## config.mk

```make
export PLATFORM = sky130hd
export DESIGN_NAME = fifo_ctl_flat
export DESIGN_NICKNAME = d
export VERILOG_FILES = /design/src/rtl/fifo_ctl_if.sv /design/src/rtl/fifo_ctl.sv /design/src/flat_wrapper.sv
export SDC_FILE = /design/constraint.sdc
export NUM_CORES = 1
export LEC_CHECK = 0
export CORE_ASPECT_RATIO = 1.5
export CORE_MARGIN = 8
export CORE_UTILIZATION = 41
export CTS_BUF_LIST = sky130_fd_sc_hd__clkbuf_16
export CTS_CLUSTER_DIAMETER = 60
export DETAILED_ROUTE_END_ITERATION = 10
export PLACE_DENSITY_LB_ADDON = 0.2
export SYNTH_ARGS = -nofsm -noshare
export SYNTH_HDL_FRONTEND = slang
export SYNTH_SLANG_ARGS = --single-unit
```

## constraint.sdc

```tcl
create_clock -name CLOCKI -period 2.6 [get_ports CLOCKI]
set_clock_uncertainty 0.1 [all_clocks]
set_input_delay 0.26 -clock CLOCKI [delete_from_list [all_inputs] [get_ports CLOCKI]]
set_output_delay 0.26 -clock CLOCKI [all_outputs]
set_load 0.1 [all_outputs]
```

## src/rtl/fifo_ctl_if.sv

```systemverilog
// Handshake, drain and datapath-control bundle between the FIFO sequencing controller and its users.
// The slave side is the controller; the master side is the core/bus/datapath environment.
interface fifo_ctl_if #(
   parameter int DEPTH = 4,
   parameter int CNTW  = 3
);
   logic             PUSH_REQ;
   logic             PUSH_ACK;
   logic             POP_REQ;
   logic             POP_ACK;
   logic             FLUSH_REQ;
   logic             FLUSH_DONE;
   logic             HIT_CHK;
   logic [DEPTH-1:0] CTLHITI;
   logic             HIT;
   logic [DEPTH-1:0] CTLLOADO;
   logic             CTLDOSHIFTO;
   logic [CNTW-1:0]  COUNT;
   logic             FULL;
   logic             EMPTY;

   modport master (
      output PUSH_REQ, POP_ACK, FLUSH_REQ, HIT_CHK, CTLHITI,
      input  PUSH_ACK, POP_REQ, FLUSH_DONE, HIT, CTLLOADO, CTLDOSHIFTO, COUNT, FULL, EMPTY
   );

   modport slave (
      input  PUSH_REQ, POP_ACK, FLUSH_REQ, HIT_CHK, CTLHITI,
      output PUSH_ACK, POP_REQ, FLUSH_DONE, HIT, CTLLOADO, CTLDOSHIFTO, COUNT, FULL, EMPTY
   );
endinterface

```

## src/rtl/fifo_ctl.sv

```systemverilog
// Sequencing controller for the side-in, broadside-out FIFO datapath: owns the thermometer
// valid vector, arbitrates push against pop, and runs the flush and hit-drain sequences.
module fifo_ctl #(
   parameter int DEPTH = 4,
   parameter int CNTW  = 3
) (
   input  logic       CLOCKI,
   input  logic       RESET_D1_R,
   fifo_ctl_if.slave  io
);

   typedef enum logic [1:0] {
      ST_IDLE   = 2'd0,
      ST_FLUSH  = 2'd1,
      ST_HITDRN = 2'd2
   } state_e;

   localparam logic [DEPTH-1:0] V_ONE   = {{(DEPTH-1){1'b0}}, 1'b1};
   localparam logic [DEPTH-1:0] V_ZERO  = {DEPTH{1'b0}};
   localparam logic [CNTW-1:0]  C_ONE   = {{(CNTW-1){1'b0}}, 1'b1};
   localparam logic [CNTW-1:0]  C_ZERO  = {CNTW{1'b0}};
   localparam logic [CNTW-1:0]  C_DEPTH = CNTW'(DEPTH);

   state_e           state_q;
   logic [DEPTH-1:0] valid_q;
   logic [DEPTH-1:0] hmask_q;
   logic [CNTW-1:0]  count_q;
   logic             full_q;
   logic             empty_q;
   logic             flush_done_q;

   logic             pop_s;
   logic             push_s;
   logic             hit_s;
   logic [DEPTH-1:0] valid_d;
   logic [DEPTH-1:0] hmask_d;
   logic [CNTW-1:0]  count_d;

   // Push/pop arbitration, hit detection and next valid/count/mask values.
   always_comb begin
      pop_s   = io.POP_ACK & valid_q[0];
      push_s  = io.PUSH_REQ & (state_q == ST_IDLE) & (~full_q | pop_s);
      hit_s   = (|(io.CTLHITI & valid_q)) & io.HIT_CHK;
      hmask_d = pop_s ? (hmask_q >> 1) : hmask_q;
      valid_d = valid_q;
      count_d = count_q;
      case ({push_s, pop_s})
         2'b10: begin
            valid_d = (valid_q << 1) | V_ONE;
            count_d = count_q + C_ONE;
         end
         2'b01: begin
            valid_d = valid_q >> 1;
            count_d = count_q - C_ONE;
         end
         default: begin
            valid_d = valid_q;
            count_d = count_q;
         end
      endcase
   end

   // Occupancy state, registered status flags and the drain state machine.
   always_ff @(posedge CLOCKI) begin
      if (RESET_D1_R) begin
         state_q      <= ST_IDLE;
         valid_q      <= V_ZERO;
         hmask_q      <= V_ZERO;
         count_q      <= C_ZERO;
         full_q       <= 1'b0;
         empty_q      <= 1'b1;
         flush_done_q <= 1'b0;
      end else begin
         valid_q      <= valid_d;
         count_q      <= count_d;
         full_q       <= (count_d == C_DEPTH);
         empty_q      <= (count_d == C_ZERO);
         flush_done_q <= 1'b0;
         case (state_q)
            ST_IDLE: begin
               if (io.FLUSH_REQ) begin
                  state_q <= ST_FLUSH;
               end else if (hit_s) begin
                  state_q <= ST_HITDRN;
                  hmask_q <= io.CTLHITI & valid_q;
               end else begin
                  state_q <= ST_IDLE;
               end
            end
            // Completion is judged on the settled count, so FLUSH_DONE trails the last pop by a cycle.
            ST_FLUSH: begin
               if (count_q == C_ZERO) begin
                  flush_done_q <= 1'b1;
                  state_q      <= ST_IDLE;
               end else begin
                  state_q <= ST_FLUSH;
               end
            end
            ST_HITDRN: begin
               hmask_q <= hmask_d;
               if (io.FLUSH_REQ) begin
                  state_q <= ST_FLUSH;
               end else if (hmask_d == V_ZERO) begin
                  state_q <= ST_IDLE;
               end else begin
                  state_q <= ST_HITDRN;
               end
            end
            default: begin
               state_q <= ST_IDLE;
            end
         endcase
      end
   end

   assign io.PUSH_ACK    = push_s;
   assign io.POP_REQ     = valid_q[0];
   assign io.CTLDOSHIFTO = pop_s;
   assign io.HIT         = hit_s;
   assign io.CTLLOADO    = valid_q;
   assign io.COUNT       = count_q;
   assign io.FULL        = full_q;
   assign io.EMPTY       = empty_q;
   assign io.FLUSH_DONE  = flush_done_q;

endmodule

```

## src/flat_wrapper.sv

```systemverilog
// flat-port wrapper written by rule: the top's interface ports become plain ports
module fifo_ctl_flat 
#(
   parameter int DEPTH = 4,
   parameter int CNTW  = 3
)
  (CLOCKI, RESET_D1_R, io_PUSH_REQ, io_POP_ACK, io_FLUSH_REQ, io_HIT_CHK, io_CTLHITI, io_PUSH_ACK, io_POP_REQ, io_FLUSH_DONE, io_HIT, io_CTLLOADO, io_CTLDOSHIFTO, io_COUNT, io_FULL, io_EMPTY);
  fifo_ctl_if #(.DEPTH(DEPTH), .CNTW(CNTW)) io_i ();
  input  logic CLOCKI;
  input  logic RESET_D1_R;
  input wire logic [$bits(io_i.PUSH_REQ)-1:0] io_PUSH_REQ;
  input wire logic [$bits(io_i.POP_ACK)-1:0] io_POP_ACK;
  input wire logic [$bits(io_i.FLUSH_REQ)-1:0] io_FLUSH_REQ;
  input wire logic [$bits(io_i.HIT_CHK)-1:0] io_HIT_CHK;
  input wire logic [$bits(io_i.CTLHITI)-1:0] io_CTLHITI;
  output wire logic [$bits(io_i.PUSH_ACK)-1:0] io_PUSH_ACK;
  output wire logic [$bits(io_i.POP_REQ)-1:0] io_POP_REQ;
  output wire logic [$bits(io_i.FLUSH_DONE)-1:0] io_FLUSH_DONE;
  output wire logic [$bits(io_i.HIT)-1:0] io_HIT;
  output wire logic [$bits(io_i.CTLLOADO)-1:0] io_CTLLOADO;
  output wire logic [$bits(io_i.CTLDOSHIFTO)-1:0] io_CTLDOSHIFTO;
  output wire logic [$bits(io_i.COUNT)-1:0] io_COUNT;
  output wire logic [$bits(io_i.FULL)-1:0] io_FULL;
  output wire logic [$bits(io_i.EMPTY)-1:0] io_EMPTY;
  assign io_i.PUSH_REQ = io_PUSH_REQ;
  assign io_i.POP_ACK = io_POP_ACK;
  assign io_i.FLUSH_REQ = io_FLUSH_REQ;
  assign io_i.HIT_CHK = io_HIT_CHK;
  assign io_i.CTLHITI = io_CTLHITI;
  assign io_PUSH_ACK = io_i.PUSH_ACK;
  assign io_POP_REQ = io_i.POP_REQ;
  assign io_FLUSH_DONE = io_i.FLUSH_DONE;
  assign io_HIT = io_i.HIT;
  assign io_CTLLOADO = io_i.CTLLOADO;
  assign io_CTLDOSHIFTO = io_i.CTLDOSHIFTO;
  assign io_COUNT = io_i.COUNT;
  assign io_FULL = io_i.FULL;
  assign io_EMPTY = io_i.EMPTY;
  fifo_ctl #(.DEPTH(DEPTH), .CNTW(CNTW)) u_core (.CLOCKI(CLOCKI), .RESET_D1_R(RESET_D1_R), .io(io_i));
endmodule
```

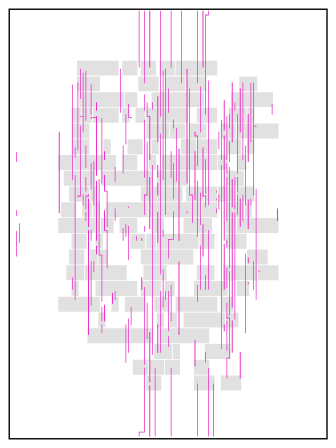
*Signal wires on met2*
wire length on this layer: 1310 um
share of all routed wire: 55%
nets with wire on the layer: 121

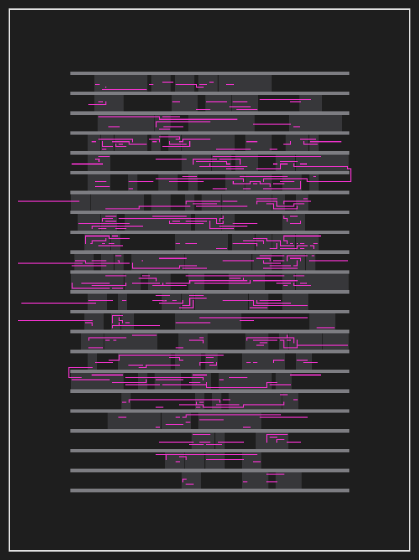
*Signal wires on met1*
Supply wires on this layer in grey.
share of all routed wire: 39%
nets with wire on the layer: 122
wire length on this layer: 940 um
main direction: horizontal
routing usage on met1: 12.8%
Vias: 833
final wirelength: 2.39 mm

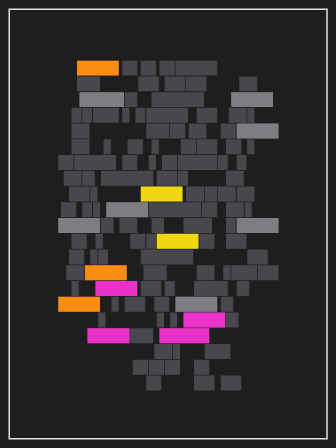
*Sequential cells grouped by signal name*
Other sequential cells in the stronger grey, the rest of the logic in the fainter grey.
legend:
  magenta:
    netlist_name: u_core.io.CTLLOADO
    sequential_cells: 4
    where: bottom middle
  orange:
    netlist_name: u_core.io.COUNT
    sequential_cells: 3
  yellow:
    netlist_name: u_core.state_q
    sequential_cells: 2
not coloured: 7
final core utilization: 57.9%
sequential cell area share: 25.8%
sequential cell area: 325 um2
Seq group: 0.310 mW

==> results.cfg <==
; physical design summary
[worst_setup_path]
crit_cells = 10
path_cells = clkdlybuf4s50_1 > nand2_4 > nand2_1 > nand3_1 > ha_4 > inv_2 > fa_1 > xor2_1 > or3_4 > a211oi_2
critical-path-max-stage-delay_ns = 0.47
start_kind = input port
cp_num_buf_inv = 2
r2r_start = u_core.state_q[0]
cp-endpoint = u_core.io.FULL

[grt]
grtUsageTotal_pct = 12.8
grt_pass1_wl_mm = 3.92
use_met3_pct = 2.80
grt_antenna_before_repair = 0

[drt]
avgViaCountPerCell = 5.74
drt-met1-wl_um = 940
first_iter_violations = 12
first_pass_iters = 5
wire_per_inst_um = 16.5

[final_timing]
fin_crit_ns = 2.29
hold_violations = 0
relSlewSlack_pct = 57.2
slew_violations = 0

[yosys]
ys.flop_type = dfxtp_1
top_cells_by_count = 16 x dfxtp_1, 8 x inv_1, 8 x nor2_1, 7 x a221oi_1
top_cell = dfxtp_1
postSynthAreaPerCell_um2 = 9.37
postSynthSeqShare_pct = 34.9
top_area_share_pct = 34.9
yosys_area_um2 = 918
top_logic_kind = AND-OR/OR-AND gates
yosys.area_share.adder_pct = 3.54
topCellsByArea = dfxtp_1 35%, a221oi_1 6.7%, inv_1 3.3%
async_reset_ff_share_pct = 0
syn_nets = 110
synth.mux.area_fraction_pct = 4.63

[outcome]
outcome = completed

[power_and_ir_drop]
swShare_pct = 42.4
power.density_nw_per_um2 = 850
p_comb_share_pct = 43.0
intPower_mw = 0.618

[final_layout]
most-common-layout-cells = 14 x buf_4, 14 x dfxtp_1, 9 x clkdlybuf4s50_1, 8 x nor2_1, 7 x a221oi_1
clock_area_share_pct = 6.24
drive_gt1_share_pct = 28.7
nClkBuffers = 3
flop-count = 16
nonClkBufAreaFrac_pct = 18.6

[floorplan]
initCoreUtil_pct = 42.1
ios = 24
die-area_um2 = 4040

[placed_design]
dp_hpwl_mm = 1.82
routabilityCongestion = 0.847
dp.cells = 141
Power and IR drop assume default switching activity.
